[src/rtl/bk8_addsub_pipe_if.sv]
// ---------------------------------------------------------------------------
// bk8_addsub_pipe_if
// Bundles the two valid/ready channels of the 8-bit add/subtract pipeline.
//
// Signals:
//   in_valid  / in_ready   : request handshake (producer -> adder)
//   in_a, in_b             : 8-bit operands
//   in_sub                 : 1 = a - b, 0 = a + b
//   in_tag                 : sideband tag returned with the result
//   out_valid / out_ready  : response handshake (adder -> consumer)
//   out_res                : 8-bit sum/difference, modulo 256
//   out_cout               : carry out of bit 7 (for subtract, 1 = no borrow)
//   out_ovf                : signed overflow
//   out_tag                : tag belonging to out_res
//
// Modports:
//   master : the environment driving requests and consuming responses
//   slave  : the adder pipeline itself
// ---------------------------------------------------------------------------
interface bk8_addsub_pipe_if #(
    parameter int TAG_W = 4
);
    logic             in_valid;
    logic             in_ready;
    logic [7:0]       in_a;
    logic [7:0]       in_b;
    logic             in_sub;
    logic [TAG_W-1:0] in_tag;
    logic             out_valid;
    logic             out_ready;
    logic [7:0]       out_res;
    logic             out_cout;
    logic             out_ovf;
    logic [TAG_W-1:0] out_tag;

    modport master (
        output in_valid, in_a, in_b, in_sub, in_tag, out_ready,
        input  in_ready, out_valid, out_res, out_cout, out_ovf, out_tag
    );

    modport slave (
        input  in_valid, in_a, in_b, in_sub, in_tag, out_ready,
        output in_ready, out_valid, out_res, out_cout, out_ovf, out_tag
    );
endinterface

[src/rtl/bk8_addsub_pipe.sv]
// ---------------------------------------------------------------------------
// bk8_addsub_pipe
// 8-bit two's-complement add/subtract unit using a Brent-Kung prefix carry
// tree, split over two register stages with valid/ready flow control.
//   S1 registers per-bit generate/propagate (carry-in folded into bit 0).
//   S2 evaluates the prefix tree and registers result, carry and overflow.
//
// Ports:
//   clk    : clock, rising edge
//   rst_n  : synchronous active-low reset; discards all in-flight operations
//   bus    : bk8_addsub_pipe_if.slave, request and response channels
//
// Parameters:
//   TAG_W  : sideband tag width (1..16), must match the interface instance
// ---------------------------------------------------------------------------
module bk8_addsub_pipe #(
    parameter int TAG_W = 4
) (
    input  logic              clk,
    input  logic              rst_n,
    bk8_addsub_pipe_if.slave  bus
);

    // Stage 1 state
    logic             s1_v;
    logic [7:0]       s1_g;
    logic [7:0]       s1_p;
    logic             s1_cin;
    logic             s1_a7;
    logic             s1_bb7;
    logic [TAG_W-1:0] s1_tag;

    // Stage 2 state
    logic             s2_v;
    logic [7:0]       s2_res;
    logic             s2_cout;
    logic             s2_ovf;
    logic [TAG_W-1:0] s2_tag;

    // Flow control
    logic s2_adv;
    logic s1_adv;

    // Stage 1 combinational inputs
    logic [7:0] bb;
    logic [7:0] g_in;
    logic [7:0] p_in;

    // Prefix tree nodes: gXY/pXY is the group (generate, propagate) for bits X..Y.
    // Groups that reach bit 0 only need a generate, since carry-in is already
    // merged into bit 0.
    logic       g10, g32, p32, g54, p54, g76, p76;
    logic       g30, g74, p74;
    logic       g70;
    logic       g50;
    logic       g20, g40, g60;
    logic [7:0] c;
    logic [7:0] res;
    logic       ovf;

    // A stage may load whenever it is empty or the stage downstream frees up,
    // so a full pipe still streams at one operation per cycle.
    always_comb begin
        s2_adv       = ~s2_v | bus.out_ready;
        s1_adv       = ~s1_v | s2_adv;
        bus.in_ready = s1_adv;
    end

    // Subtraction uses a + ~b + 1; the +1 is absorbed into bit-0 generate so
    // the carry tree itself never needs a separate carry-in input.
    always_comb begin
        bb      = bus.in_sub ? ~bus.in_b : bus.in_b;
        p_in    = bus.in_a ^ bb;
        g_in    = bus.in_a & bb;
        g_in[0] = g_in[0] | (p_in[0] & bus.in_sub);
    end

    // Stage 1 register: captures operands only on an input transfer and
    // otherwise holds while S2 cannot accept.
    always_ff @(posedge clk) begin
        if (!rst_n) begin
            s1_v   <= 1'b0;
            s1_g   <= '0;
            s1_p   <= '0;
            s1_cin <= 1'b0;
            s1_a7  <= 1'b0;
            s1_bb7 <= 1'b0;
            s1_tag <= '0;
        end else if (s1_adv) begin
            s1_v <= bus.in_valid;
            if (bus.in_valid) begin
                s1_g   <= g_in;
                s1_p   <= p_in;
                s1_cin <= bus.in_sub;
                s1_a7  <= bus.in_a[7];
                s1_bb7 <= bb[7];
                s1_tag <= bus.in_tag;
            end
        end
    end

    // Brent-Kung tree: up-sweep builds spans of 2, 4, 8 at the odd bits,
    // down-sweep fills bit 5 and then the even bits from their neighbours.
    always_comb begin
        // up-sweep, span 2
        g10 = s1_g[1] | (s1_p[1] & s1_g[0]);
        g32 = s1_g[3] | (s1_p[3] & s1_g[2]);
        p32 = s1_p[3] & s1_p[2];
        g54 = s1_g[5] | (s1_p[5] & s1_g[4]);
        p54 = s1_p[5] & s1_p[4];
        g76 = s1_g[7] | (s1_p[7] & s1_g[6]);
        p76 = s1_p[7] & s1_p[6];
        // up-sweep, span 4
        g30 = g32 | (p32 & g10);
        g74 = g76 | (p76 & g54);
        p74 = p76 & p54;
        // up-sweep, span 8
        g70 = g74 | (p74 & g30);
        // down-sweep
        g50 = g54 | (p54 & g30);
        g20 = s1_g[2] | (s1_p[2] & g10);
        g40 = s1_g[4] | (s1_p[4] & g30);
        g60 = s1_g[6] | (s1_p[6] & g50);

        c   = {g70, g60, g50, g40, g30, g20, g10, s1_g[0]};
        res = s1_p ^ {c[6:0], s1_cin};
        ovf = (s1_a7 == s1_bb7) & (res[7] != s1_a7);
    end

    // Stage 2 register: holds the presented result until the consumer takes
    // it; drains to empty when S1 has nothing to hand over.
    always_ff @(posedge clk) begin
        if (!rst_n) begin
            s2_v    <= 1'b0;
            s2_res  <= '0;
            s2_cout <= 1'b0;
            s2_ovf  <= 1'b0;
            s2_tag  <= '0;
        end else if (s2_adv) begin
            s2_v <= s1_v;
            if (s1_v) begin
                s2_res  <= res;
                s2_cout <= c[7];
                s2_ovf  <= ovf;
                s2_tag  <= s1_tag;
            end
        end
    end

    // Outputs come straight from S2 so nothing on the input side reaches them
    // combinationally.
    always_comb begin
        bus.out_valid = s2_v;
        bus.out_res   = s2_res;
        bus.out_cout  = s2_cout;
        bus.out_ovf   = s2_ovf;
        bus.out_tag   = s2_tag;
    end

endmodule

[src/flat_wrapper.sv]
// flat-port wrapper written by rule: the top's interface ports become plain ports
module bk8_addsub_pipe_flat 
#(
    parameter int TAG_W = 4
)
  (clk, rst_n, bus_in_valid, bus_in_a, bus_in_b, bus_in_sub, bus_in_tag, bus_out_ready, bus_in_ready, bus_out_valid, bus_out_res, bus_out_cout, bus_out_ovf, bus_out_tag);
  bk8_addsub_pipe_if #(.TAG_W(TAG_W)) bus_i ();
  input  logic clk;
  input  logic rst_n;
  input wire logic [$bits(bus_i.in_valid)-1:0] bus_in_valid;
  input wire logic [$bits(bus_i.in_a)-1:0] bus_in_a;
  input wire logic [$bits(bus_i.in_b)-1:0] bus_in_b;
  input wire logic [$bits(bus_i.in_sub)-1:0] bus_in_sub;
  input wire logic [$bits(bus_i.in_tag)-1:0] bus_in_tag;
  input wire logic [$bits(bus_i.out_ready)-1:0] bus_out_ready;
  output wire logic [$bits(bus_i.in_ready)-1:0] bus_in_ready;
  output wire logic [$bits(bus_i.out_valid)-1:0] bus_out_valid;
  output wire logic [$bits(bus_i.out_res)-1:0] bus_out_res;
  output wire logic [$bits(bus_i.out_cout)-1:0] bus_out_cout;
  output wire logic [$bits(bus_i.out_ovf)-1:0] bus_out_ovf;
  output wire logic [$bits(bus_i.out_tag)-1:0] bus_out_tag;
  assign bus_i.in_valid = bus_in_valid;
  assign bus_i.in_a = bus_in_a;
  assign bus_i.in_b = bus_in_b;
  assign bus_i.in_sub = bus_in_sub;
  assign bus_i.in_tag = bus_in_tag;
  assign bus_i.out_ready = bus_out_ready;
  assign bus_in_ready = bus_i.in_ready;
  assign bus_out_valid = bus_i.out_valid;
  assign bus_out_res = bus_i.out_res;
  assign bus_out_cout = bus_i.out_cout;
  assign bus_out_ovf = bus_i.out_ovf;
  assign bus_out_tag = bus_i.out_tag;
  bk8_addsub_pipe #(.TAG_W(TAG_W)) u_core (.clk(clk), .rst_n(rst_n), .bus(bus_i));
endmodule
[config.mk]
export PLATFORM = sky130hd
export DESIGN_NAME = bk8_addsub_pipe_flat
export DESIGN_NICKNAME = d
export VERILOG_FILES = /design/src/rtl/bk8_addsub_pipe_if.sv /design/src/rtl/bk8_addsub_pipe.sv /design/src/flat_wrapper.sv
export SDC_FILE = /design/constraint.sdc
export NUM_CORES = 1
export LEC_CHECK = 0
export CAP_MARGIN = 20
export CORE_MARGIN = 2
export CORE_UTILIZATION = 40
export DETAILED_ROUTE_END_ITERATION = 10
export HOLD_SLACK_MARGIN = 0.03
export PLACE_DENSITY = 0.66
export SYNTH_ARGS = -nofsm -noshare
export SYNTH_HDL_FRONTEND = slang
export SYNTH_SLANG_ARGS = --single-unit
[constraint.sdc]
create_clock -name clk -period 1.84 [get_ports clk]
set_clock_uncertainty 0.05 [all_clocks]
set_input_delay 0.276 -clock clk [delete_from_list [all_inputs] [get_ports clk]]
set_output_delay 0.276 -clock clk [all_outputs]
set_load 0.03 [all_outputs]
**Port wiring**

Scale: 6 px per um.
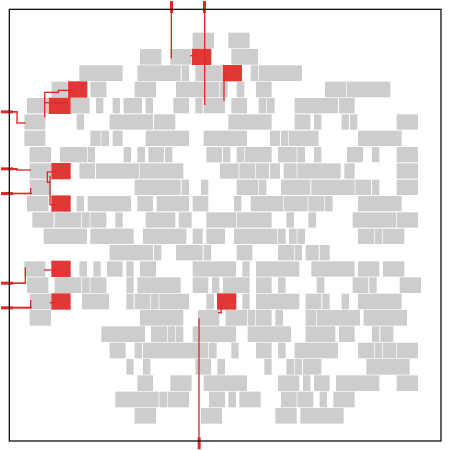
| color | port | direction | edge | end cells | buffers | wire |
|---|---|---|---|---|---|---|
| red | bus_in_b | input | 5 west, 2 north, 1 south | 9 | 8 | 96.5 um |
number of buffer cells added on primary ports: 40
ports placed on the boundary: 41

**Cell outlines without signal wires**

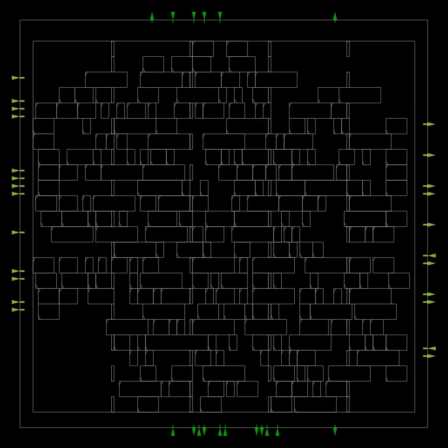
Post-Route Utilization: 0.551
Cell Count, Final, Fillers Out: 304
fill count: 417
Rows: 24

==> impl_metrics.env <==
# source this file to load flow results
export IMPL_worstHoldPathCells=2
export IMPL_grt_max_degree=41
export IMPL_worst_min_path_class="flip-flop to flip-flop"
export IMPL_synth_main_ff_cell="sky130_fd_sc_hd__dfxtp_1"
export IMPL_p_leak_nw=0.987
export IMPL_num_multi_input_gates=158
export IMPL_synthCells=212
export IMPL_share_of_final_layout_standard_cells_stronger_than_drive_strength_1=0.0913
export IMPL_worst_setup_hold_path_clk_slew_ns=0.07
export IMPL_worst_skew_pair_late_latency_ns=0.28
export IMPL_synth_nets=248
export IMPL_antenna_found_initial=0
export IMPL_timing_final_crit_share=0.940
export IMPL_logic_area_sq_um=985
export IMPL_ys_async_sr_fraction=0
export IMPL_route_detailed_vias_per_inst=4.77
export IMPL_floorplan_die_area_sq_um=5140
export IMPL_cts_buffers_inserted=5
export IMPL_critical_path_peak_fanout=3
export IMPL_clkCellAreaFrac=0.0487
export IMPL_yosysUniqueCellTypes=29
export IMPL_vdd_ir_drop_worst_mv=0.393
export IMPL_post_synthesis_share_of_cell_area_spent_on_xor_and_xnor_gates=0.0621
export IMPL_mux_share=0.00546
export IMPL_worst_path_dominant_cell_family="simple AND/OR/NAND/NOR gates"
export IMPL_grt_setup_unrepaired="yes"
export IMPL_holdCritStartpoint="u_core.bus.out_res[5]"
export IMPL_max_clk_rate_mhz=578
export IMPL_yosys_stat_chipArea_sq_um=1830
export IMPL_worstSetupStartpoint="u_core.s1_p[1]"
export IMPL_timing_rr_end="u_core.bus.out_ovf"
export IMPL_post_cts_resize_count=0
export IMPL_worst_ep_arrival_time_ns=1.89
export IMPL_timing_max_transition_violations_final=0
export IMPL_top_cells_by_area="sky130_fd_sc_hd__dfxtp_1 43%, sky130_fd_sc_hd__nand2_1 15%, sky130_fd_sc_hd__a21boi_0 8.6%"
export IMPL_cp_endpoint="u_core.bus.out_ovf"
export IMPL_final_ant_viol_nets=0
export IMPL_grt_pass1_vias=1405
export IMPL_drtPass1Iterations=4
export IMPL_sequential_cell_area_sq_um=782
export IMPL_layout_top_cell_excl_fill_tap="sky130_fd_sc_hd__nand2_1"
export IMPL_worstHoldEndpoint="u_core.bus.out_res[5]"
export IMPL_synth_flops=39
export IMPL_worst_path_buf_inv=0
export IMPL_cts_max_path_buffers=2
export IMPL_areaGrowthSynthToFinish_pct=31.8
export IMPL_ys_top_cells_by_count="71 x sky130_fd_sc_hd__nand2_1, 39 x sky130_fd_sc_hd__dfxtp_1, 21 x sky130_fd_sc_hd__a21boi_0, 12 x sky130_fd_sc_hd__a21boi_1, 11 x sky130_fd_sc_hd__ha_1"
export IMPL_path_cells="ha_2, o211ai_1, nand2_1, nand3_2, nand2_1, ha_2, nor2_4, xnor2_2, nand3b_1, a31oi_1"
export IMPL_taps=52
export IMPL_post_synth_instance_area_sq_um=1830
export IMPL_r2r_slack_ns=0.11
export IMPL_cts_hold_fix_buffers=0
export IMPL_run_status="completed"
export IMPL_critical_path_slowest_cell="sky130_fd_sc_hd__dfxtp_2"
export IMPL_yosys_area_share_aoi=0.171
export IMPL_netlist_area_leader_share=0.426
export IMPL_dominant_cells="logic gates"
export IMPL_routabilityCongestion=0.807
export IMPL_totalWireLength_um=3330
export IMPL_drt_first_iter_violations=93
export IMPL_yosys_cell_count_top_type="sky130_fd_sc_hd__nand2_1"
export IMPL_timing_final_ws_setup_ns=0.110
export IMPL_layout_non_clock_buffers=45
export IMPL_worstSetupPathType="flip-flop to flip-flop"
export IMPL_openroad_warnings=27
export IMPL_timing_slew_headroom=0.718
export IMPL_cp_depth=10
export IMPL_drc=0
export IMPL_clock_buffers=6
export IMPL_setup_worst_path_start_class="flip-flop"
export IMPL_ys_sh_adder=0.0750
export IMPL_enable_flop_cells=0
export IMPL_design_final_nets=287
export IMPL_finalHoldViolCount=0
export IMPL_total_power_mw=1.97
export IMPL_power_density_nw_per_um2=815
export IMPL_post_place_cells=295
export IMPL_r2r_worst_path_cells=10
export IMPL_syn_mean_instance_area_sq_um=8.65
export IMPL_routedWlPerCell_um=11.0
export IMPL_cts_num_sinks=39
export IMPL_tritoncts_clock_tree="done"
export IMPL_num_antenna_cells=0
export IMPL_cts_root_buffer_cell="sky130_fd_sc_hd__clkbuf_8"
export IMPL_endpoint_kind="flip-flop"
export IMPL_fin_hold_ws_ns=0.404
export IMPL_synth_seq_area_share=0.426
export IMPL_finalWorstPathRequiredPeriod_ns=1.73
export IMPL_fp_util=0.418
export IMPL_setup_repair_bufs_after_cts=0
export IMPL_fp_dieH_um=71.7
export IMPL_globalRoute_totalOverflow=0
export IMPL_endpoint_required_time_on_the_critical_path_ns=2.00
export IMPL_synth_area_leader_cell="sky130_fd_sc_hd__dfxtp_1"
export IMPL_maxCapViolations=0
export IMPL_seq_cells=39
export IMPL_post_dp_hpwl_um=2350
export IMPL_setup_tns_final_ns=0
export IMPL_core_sq_um=4380
export IMPL_maximum_cell_stage_delay_along_the_critical_path_ns=0.32
export IMPL_dpl_cell_area_sq_um=2270
export IMPL_synth_simple_gate_area_share=0.210
export IMPL_most_common_layout_cells="71 x sky130_fd_sc_hd__nand2_1, 39 x sky130_fd_sc_hd__clkdlybuf4s50_1, 38 x sky130_fd_sc_hd__dfxtp_1"
export IMPL_sh_comb_area=0.407
export IMPL_seqAreaFraction=0.323
export IMPL_synth_stat_cells=212
export IMPL_setup_violations_final=0
export IMPL_tightest_slew_ns=0.423
export IMPL_globalRouteTotalUtil=0.151
export IMPL_layout_cell_area_non_filler_sq_um=2420
export IMPL_htree_levels=2
export IMPL_r2r_start="u_core.s1_p[1]"
export IMPL_dpl_worst_slack_ns=0.0532
export IMPL_yosysWarnings=0
export IMPL_nNonClkInverters=2
export IMPL_grt_first_pass_wirelength_um=6080
export IMPL_buf_share=0.190
export IMPL_netlist_logic_family_top="simple AND/OR/NAND/NOR gates"
export IMPL_die_width_um=71.7
export IMPL_vias=1449
## metal layers
layer  part of all wire  track usage  vias to the layer above
met5                  0            0                        -
met4              0.013       0.0566                        0
met3              0.039       0.0380                        5
met2               0.46        0.256                       29
met1               0.49        0.183                      641
li1                   -            -                      774
## where the power goes
part           internal [mW]  switching, mW
Sequential             0.894         0.0367
Clock                  0.439          0.281
Combinational          0.166          0.152
## cell families (layout without fill, tap and decap cells)
kind of cell | Yosys count | after routing
fa+ha+maj | 11 | 11
xor+xnor | 13 | 13
compound gates | 43 | 43
buf+inv | 15 | 55
flops | 39 | 39
simple gates | 90 | 90
mux | 1 | 1
Power figures rest on the tool's default switching activity, not on a simulated workload.
